$ cat src/rtl/opamp_trim_cal_ctrl.sv
// ---------------------------------------------------------------------------
// opamp_trim_cal_ctrl
//   Successive-approximation offset-trim calibration controller for an opamp
//   whose output is used as a comparator while calibrating. A run zeroes the
//   trim DAC, waits for the analog path to settle, then resolves the code from
//   MSB to LSB. Each bit gets one settle window followed by a one-cycle
//   comparator decision. A manual trim code can be loaded while idle. An abort
//   restores the code and valid flag that were in place before the run.
//
// Ports
//   clk          system clock
//   rst          asynchronous active-high reset
//   start_i      begin a calibration run (IDLE only)
//   abort_i      cancel a run in progress (any non-IDLE state)
//   load_i       manual trim load strobe (IDLE only, wins over start_i)
//   load_code_i  manual trim value
//   cmp_in_i     asynchronous comparator output, 1 = trial code too high
//   trim_o       code driven to the offset-trim DAC
//   cal_en_o     input-short switch closed / feedback loop opened
//   busy_o       high in every state other than IDLE
//   done_o       one-cycle pulse when a run completes
//   valid_o      trim_o holds a calibrated or loaded code
// ---------------------------------------------------------------------------
module opamp_trim_cal_ctrl #(
  parameter int TRIM_W        = 6,
  parameter int SETTLE_CYCLES = 16
) (
  input  logic              clk,
  input  logic              rst,
  input  logic              start_i,
  input  logic              abort_i,
  input  logic              load_i,
  input  logic [TRIM_W-1:0] load_code_i,
  input  logic              cmp_in_i,
  output logic [TRIM_W-1:0] trim_o,
  output logic              cal_en_o,
  output logic              busy_o,
  output logic              done_o,
  output logic              valid_o
);

  localparam int CNT_W = $clog2(SETTLE_CYCLES + 1);
  localparam int IDX_W = (TRIM_W > 1) ? $clog2(TRIM_W) : 1;
  localparam logic [CNT_W-1:0]  SETTLE   = CNT_W'(SETTLE_CYCLES);
  localparam logic [CNT_W-1:0]  CNT_ONE  = CNT_W'(1);
  localparam logic [IDX_W-1:0]  IDX_TOP  = IDX_W'(TRIM_W - 1);
  localparam logic [IDX_W-1:0]  IDX_ONE  = IDX_W'(1);
  localparam logic [TRIM_W-1:0] TRIM_LSB = TRIM_W'(1);
  localparam logic [TRIM_W-1:0] TRIM_MSB = TRIM_LSB << (TRIM_W - 1);

  typedef enum logic [2:0] {
    S_IDLE,
    S_INIT,
    S_WAIT,
    S_DECIDE,
    S_DONE
  } state_e;

  state_e            state_q;
  logic [TRIM_W-1:0] trim_q;
  logic [TRIM_W-1:0] bk_trim_q;
  logic              bk_valid_q;
  logic              cal_en_q;
  logic              busy_q;
  logic              done_q;
  logic              valid_q;
  logic [CNT_W-1:0]  cnt_q;
  logic [IDX_W-1:0]  idx_q;
  logic              cmp_s1_q;
  logic              cmp_s2_q;

  // Two-flop synchronizer; only cmp_s2_q is ever sampled by the FSM.
  always_ff @(posedge clk or posedge rst) begin
    if (rst) begin
      cmp_s1_q <= 1'b0;
      cmp_s2_q <= 1'b0;
    end else begin
      cmp_s1_q <= cmp_in_i;
      cmp_s2_q <= cmp_s1_q;
    end
  end

  // Code resolved by a DECIDE cycle: drop the trial bit if the comparator
  // says the code is too high, then raise the next lower trial bit (if any)
  // so it is already in place for the following settle window.
  logic [TRIM_W-1:0] cur_bit;
  logic [TRIM_W-1:0] trim_d;

  always_comb begin
    cur_bit = TRIM_LSB << idx_q;
    trim_d  = cmp_s2_q ? (trim_q & ~cur_bit) : trim_q;
    if (idx_q != '0) trim_d = trim_d | (cur_bit >> 1);
  end

  always_ff @(posedge clk or posedge rst) begin
    if (rst) begin
      state_q    <= S_IDLE;
      trim_q     <= '0;
      bk_trim_q  <= '0;
      bk_valid_q <= 1'b0;
      cal_en_q   <= 1'b0;
      busy_q     <= 1'b0;
      done_q     <= 1'b0;
      valid_q    <= 1'b0;
      cnt_q      <= '0;
      idx_q      <= '0;
    end else begin
      done_q <= 1'b0;
      if (state_q == S_IDLE) begin
        if (load_i) begin
          trim_q  <= load_code_i;
          valid_q <= 1'b1;
        end else if (start_i) begin
          state_q    <= S_INIT;
          bk_trim_q  <= trim_q;
          bk_valid_q <= valid_q;
          // Trial codes are not usable results until the run finishes.
          valid_q    <= 1'b0;
          trim_q     <= '0;
          cal_en_q   <= 1'b1;
          busy_q     <= 1'b1;
          cnt_q      <= SETTLE;
          idx_q      <= IDX_TOP;
        end
      end else if (abort_i) begin
        // Abort wins over everything, including the final DECIDE.
        state_q  <= S_IDLE;
        trim_q   <= bk_trim_q;
        valid_q  <= bk_valid_q;
        cal_en_q <= 1'b0;
        busy_q   <= 1'b0;
        cnt_q    <= '0;
      end else begin
        case (state_q)
          S_INIT: begin
            // Counter is loaded with SETTLE and leaves at 1, so it never
            // reaches zero or wraps.
            if (cnt_q == CNT_ONE) begin
              state_q <= S_WAIT;
              trim_q  <= TRIM_MSB;
              cnt_q   <= SETTLE;
            end else begin
              cnt_q <= cnt_q - CNT_ONE;
            end
          end
          S_WAIT: begin
            if (cnt_q == CNT_ONE) begin
              state_q <= S_DECIDE;
              cnt_q   <= '0;
            end else begin
              cnt_q <= cnt_q - CNT_ONE;
            end
          end
          S_DECIDE: begin
            trim_q <= trim_d;
            if (idx_q != '0) begin
              idx_q   <= idx_q - IDX_ONE;
              cnt_q   <= SETTLE;
              state_q <= S_WAIT;
            end else begin
              state_q  <= S_DONE;
              done_q   <= 1'b1;
              valid_q  <= 1'b1;
              cal_en_q <= 1'b0;
            end
          end
          S_DONE: begin
            state_q <= S_IDLE;
            busy_q  <= 1'b0;
          end
          default: begin
            state_q  <= S_IDLE;
            cal_en_q <= 1'b0;
            busy_q   <= 1'b0;
          end
        endcase
      end
    end
  end

  assign trim_o   = trim_q;
  assign cal_en_o = cal_en_q;
  assign busy_o   = busy_q;
  assign done_o   = done_q;
  assign valid_o  = valid_q;

endmodule

$ cat config.mk
export PLATFORM = sky130hd
export DESIGN_NAME = opamp_trim_cal_ctrl
export DESIGN_NICKNAME = d
export VERILOG_FILES = /design/src/rtl/opamp_trim_cal_ctrl.sv
export SDC_FILE = /design/constraint.sdc
export NUM_CORES = 1
export LEC_CHECK = 0
export CAP_MARGIN = 20
export CORE_ASPECT_RATIO = 0.6
export CORE_MARGIN = 10
export CORE_UTILIZATION = 30
export CTS_BUF_LIST = sky130_fd_sc_hd__clkbuf_16
export DETAILED_ROUTE_END_ITERATION = 10
export PLACE_DENSITY = 0.59
export RECOVER_POWER = 100
export SLEW_MARGIN = 20
export SYNTH_ARGS = -nofsm -noshare
export SYNTH_HDL_FRONTEND = slang
export SYNTH_SLANG_ARGS = --single-unit
$ cat constraint.sdc
create_clock -name clk -period 2.9 [get_ports clk]
set_clock_uncertainty 0.2 [all_clocks]
set_input_delay 0.58 -clock clk [delete_from_list [all_inputs] [get_ports clk]]
set_output_delay 0.58 -clock clk [all_outputs]
set_load 0.02 [all_outputs]
### Signal wires on met3, run 1

Scale bar: 20 um.
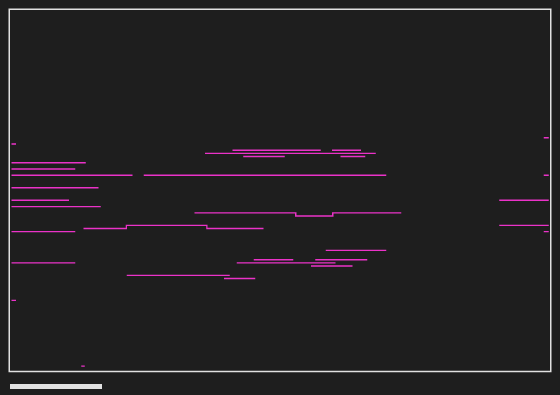
longest straight run: 52.4 um
nets with wire on the layer: 30
wire length on this layer: 462 um
DRT Wirelength: 4530 um
met3 GRT Util: 4.00%
via count: 1,407

### M1 wires, run 1

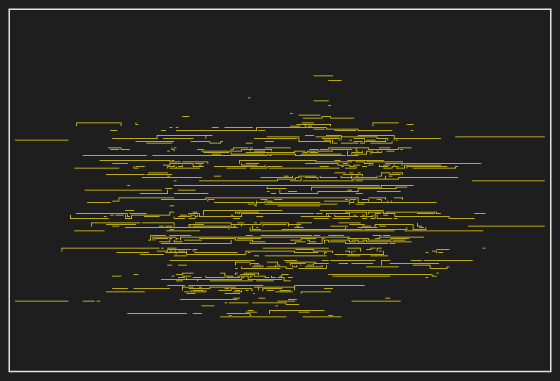
nets with wire on the layer: 205
wire length on this layer: 2,550 um
share of all routed wire: 56%
main direction: horizontal
longest straight run: 44.6 um
Global Route met1 Usage: 15.8%

### Placement by cell class, run 1

Fill, decap, tap and diode cells in gray.
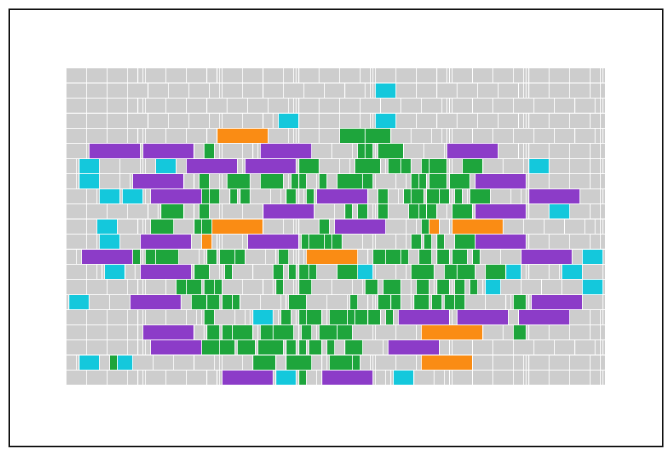
legend:
  orange:
    class: clock drivers and dummy loads
    cells: 8
  cyan:
    class: other buffers and delay cells
    cells: 25
  purple:
    class: flip-flops
    cells: 30
  green:
    class: all other logic
    cells: 143
row count: 21
cell area after layout: 2160 um^2
Seq area share: 34.7%
final core occ: 39.0%
total core area: 5540 um^2

### Clock nets, run 1

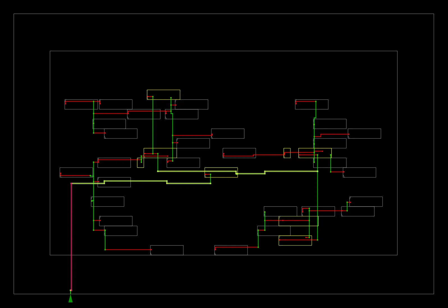
Seq cells: 30
clock insertion delay at the later pin of the skew report: 0.28 ns

==> impl_metrics.tcl, run 1 <==
# collected from the flow reports
set metrics [dict create \
    powerClk_uw 586 \
    grt_overflow 0 \
    synth_top_area_share_pct 44.0 \
    ys_area_um2 1710 \
    dr.first_iter.drc_count 103 \
    common_cells "30 x dfrtp_1, 18 x nand2_1, 13 x a21oi_1, 13 x o21ai_0, 12 x inv_1" \
    signal_buffers 25 \
    timing.hold.ws_ns 0.156 \
    bufAreaShareNonClock_pct 11.1 \
    synthCells 182 \
    crit_path_start "cnt_q[1]$_DFFE_PP0P_" \
    slew_headroom_pct 38.3 \
    wl_met3_um 462 \
    worstReg2RegStart "cnt_q[1]$_DFFE_PP0P_" \
    grt_pass1_wl_um 7350 \
    fin_nets 224 \
    path_clk_slew_ns 0.05 \
    hold_depth 0 \
    postSynthSeqShare_pct 44.0 \
    placed_cell_area_um2 2010 \
    rrSetupSlack_ns 0.46 \
    cts_hold_buf 0 \
    worstRegToRegCells 6 \
    cts_tree "yes" \
    status "completed" \
    grt_max_degree 31 \
    h-tree-depth 2 \
    fp_util_pct 30.8 \
    drive_above_1_share_pct 10.7 \
    met2_usage_pct 10.8 \
    setup_slack_ns 0.459 \
    yosys-top-cells-area "dfrtp_1 44%, ha_1 5.1%, mux2_2 4.6%" \
    port_buffers 21 \
    p_total_uw 1650 \
    hold_class "reg2reg" \
    edf_count 0 \
    cp.depth 6 \
    holdPathEnd "cmp_s2_q$_DFF_PP0_" \
    slowest_stage "or4b_1" \
    highest_layer "met4" \
    finalCriticalPeriod_ns 2.44 \
    fp.dieH_um 78.4 \
    stdcell_count 286 \
    pwr-share-clk_pct 35.5 \
    grt_pass1_vias 1335 \
    nFillCells 558 \
    pg_comb_uw 442 \
    worstPathArrival_ns 2.40 \
    top_power_group "registers" \
    cp_max_fo 6 \
    antenna_found_initial 0 \
    synth.cellmix.compoundShare_pct 21.4 \
    synth_area_um2 1710 \
    combPwrFrac_pct 26.8 \
    ys_sh_adder_pct 5.13 \
    largest_area_cell "dfrtp_1" \
    routedWlPerCell_um 15.8 \
    critical_path_class "reg2reg" \
    post-cts-setup-buffers 0 \
    tool_warnings 31 \
    drc 0 \
    logic_family "AND-OR/OR-AND gates" \
    p_seq_share_pct 37.7 \
    numCtsBuffers 5 \
    p_sw_uw 519 \
    dieArea_um2 9200 \
    peakVddDrop_v 0.000254 \
    ys_types 42 \
    comb_area_share_pct 39.9 \
    area.growth.synth_to_final_pct 26.8 \
    clk_path_buf_depth 2 \
    layout_top_cell "dfrtp_1" \
]
### Wire density map, run 1

Scale bar: 20 um. 23 x 16 tiles, from dark blue (low) to red (high), scaled to the fullest tile. Values are wire area over tile area, all layers added.
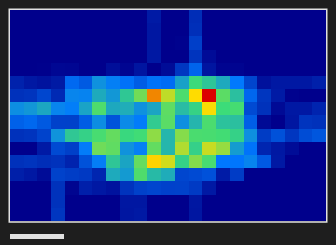

## Run 2: what changed since run 1
Clock period 2.9 ns to 2.3 ns, I/O delays scaled along.
### Wire density map, run 2

Scale bar: 20 um. 23 x 16 tiles, from dark blue (low) to red (high), scaled to the fullest tile. Values are wire area over tile area, all layers added.
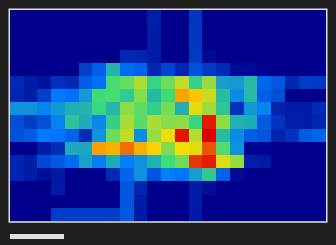
nearly empty tiles: 47%
emptiest ninth of the die: top right
tiles over half the peak: 13%
densest ninth of the die: middle
via count: 1,501
DRT Wirelength: 4660 um
Avg WL per Cell: 15.6 um
GR Util All Layers: 10.5%

### M1 wires, run 2

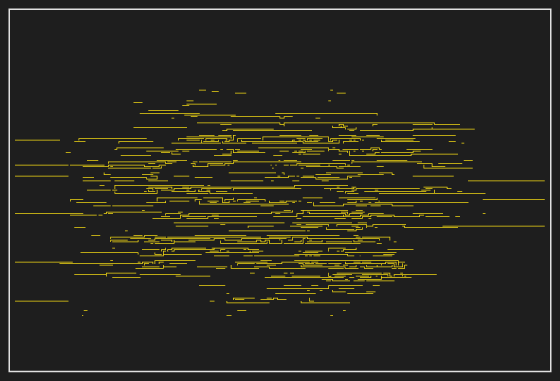
main direction: horizontal
longest straight run: 32.7 um
wire length on this layer: 2,530 um
nets with wire on the layer: 214
Global Route met1 Usage: 15.7%

### Signal wires on met3, run 2

Scale bar: 20 um.
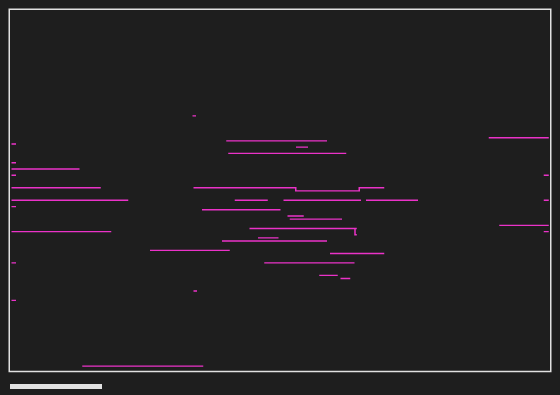
nets with wire on the layer: 29
wire length on this layer: 398 um
main direction: horizontal
share of all routed wire: 8.5%
longest straight run: 26.0 um
met3 GRT Util: 3.43%

==> run 2 against run 1 <==
Compared with the run above: worst hold slack worse by 0.0039 ns; synthesized cell count is the same; flip-flop count did not move; maximum frequency is 10% higher; worst setup slack worse by 0.37 ns; via count up 6.7%; design area rose by 3.8%; critical endpoint is now trim_o[4]$_DFFE_PP0P_; largest cell class unchanged; largest power group unchanged.
==> impl_metrics.tcl, run 2 <==
# collected from the flow reports
set metrics [dict create \
    status "completed" \
    fp_util_pct 30.8 \
    logic_family "AND-OR/OR-AND gates" \
    peakVddDrop_v 0.000364 \
    grt_pass1_wl_um 7810 \
    yosys-top-cells-area "dfrtp_1 44%, ha_1 5.1%, mux2_2 4.6%" \
    row_count 21 \
    cp_max_fo 6 \
    h-tree-depth 2 \
    crit_path_start "cnt_q[1]$_DFFE_PP0P_" \
    setup_slack_ns 0.0845 \
    slowest_stage "or4b_4" \
    synth_top_area_share_pct 44.0 \
    grt_max_degree 31 \
    layout_top_cell "dfrtp_1" \
    highest_layer "met4" \
    fin_util_pct 40.5 \
    edf_count 0 \
    cp.depth 6 \
    wl_met3_um 398 \
    clk_path_buf_depth 2 \
    drive_above_1_share_pct 15.1 \
    grt_pass1_vias 1483 \
    critical_path_class "reg2reg" \
    dr.first_iter.drc_count 87 \
    cts_tree "yes" \
    rrSetupSlack_ns 0.08 \
    worstRegToRegCells 6 \
    post-cts-setup-buffers 0 \
    antenna_found_initial 0 \
    ff_count 30 \
    clk_latency_ns 0.27 \
    fp.dieH_um 78.4 \
    p_sw_uw 658 \
    signal_buffers 38 \
    worstReg2RegStart "cnt_q[1]$_DFFE_PP0P_" \
    synthCells 182 \
    area.growth.synth_to_final_pct 31.7 \
    largest_area_cell "dfrtp_1" \
    combPwrFrac_pct 30.3 \
    sh_seq_area_pct 33.4 \
    holdPathEnd "cmp_s2_q$_DFF_PP0_" \
    bufAreaShareNonClock_pct 14.8 \
    tool_warnings 31 \
    core-area_um2 5540 \
]
Power figures rest on the tool's default switching activity, not on a simulated workload.
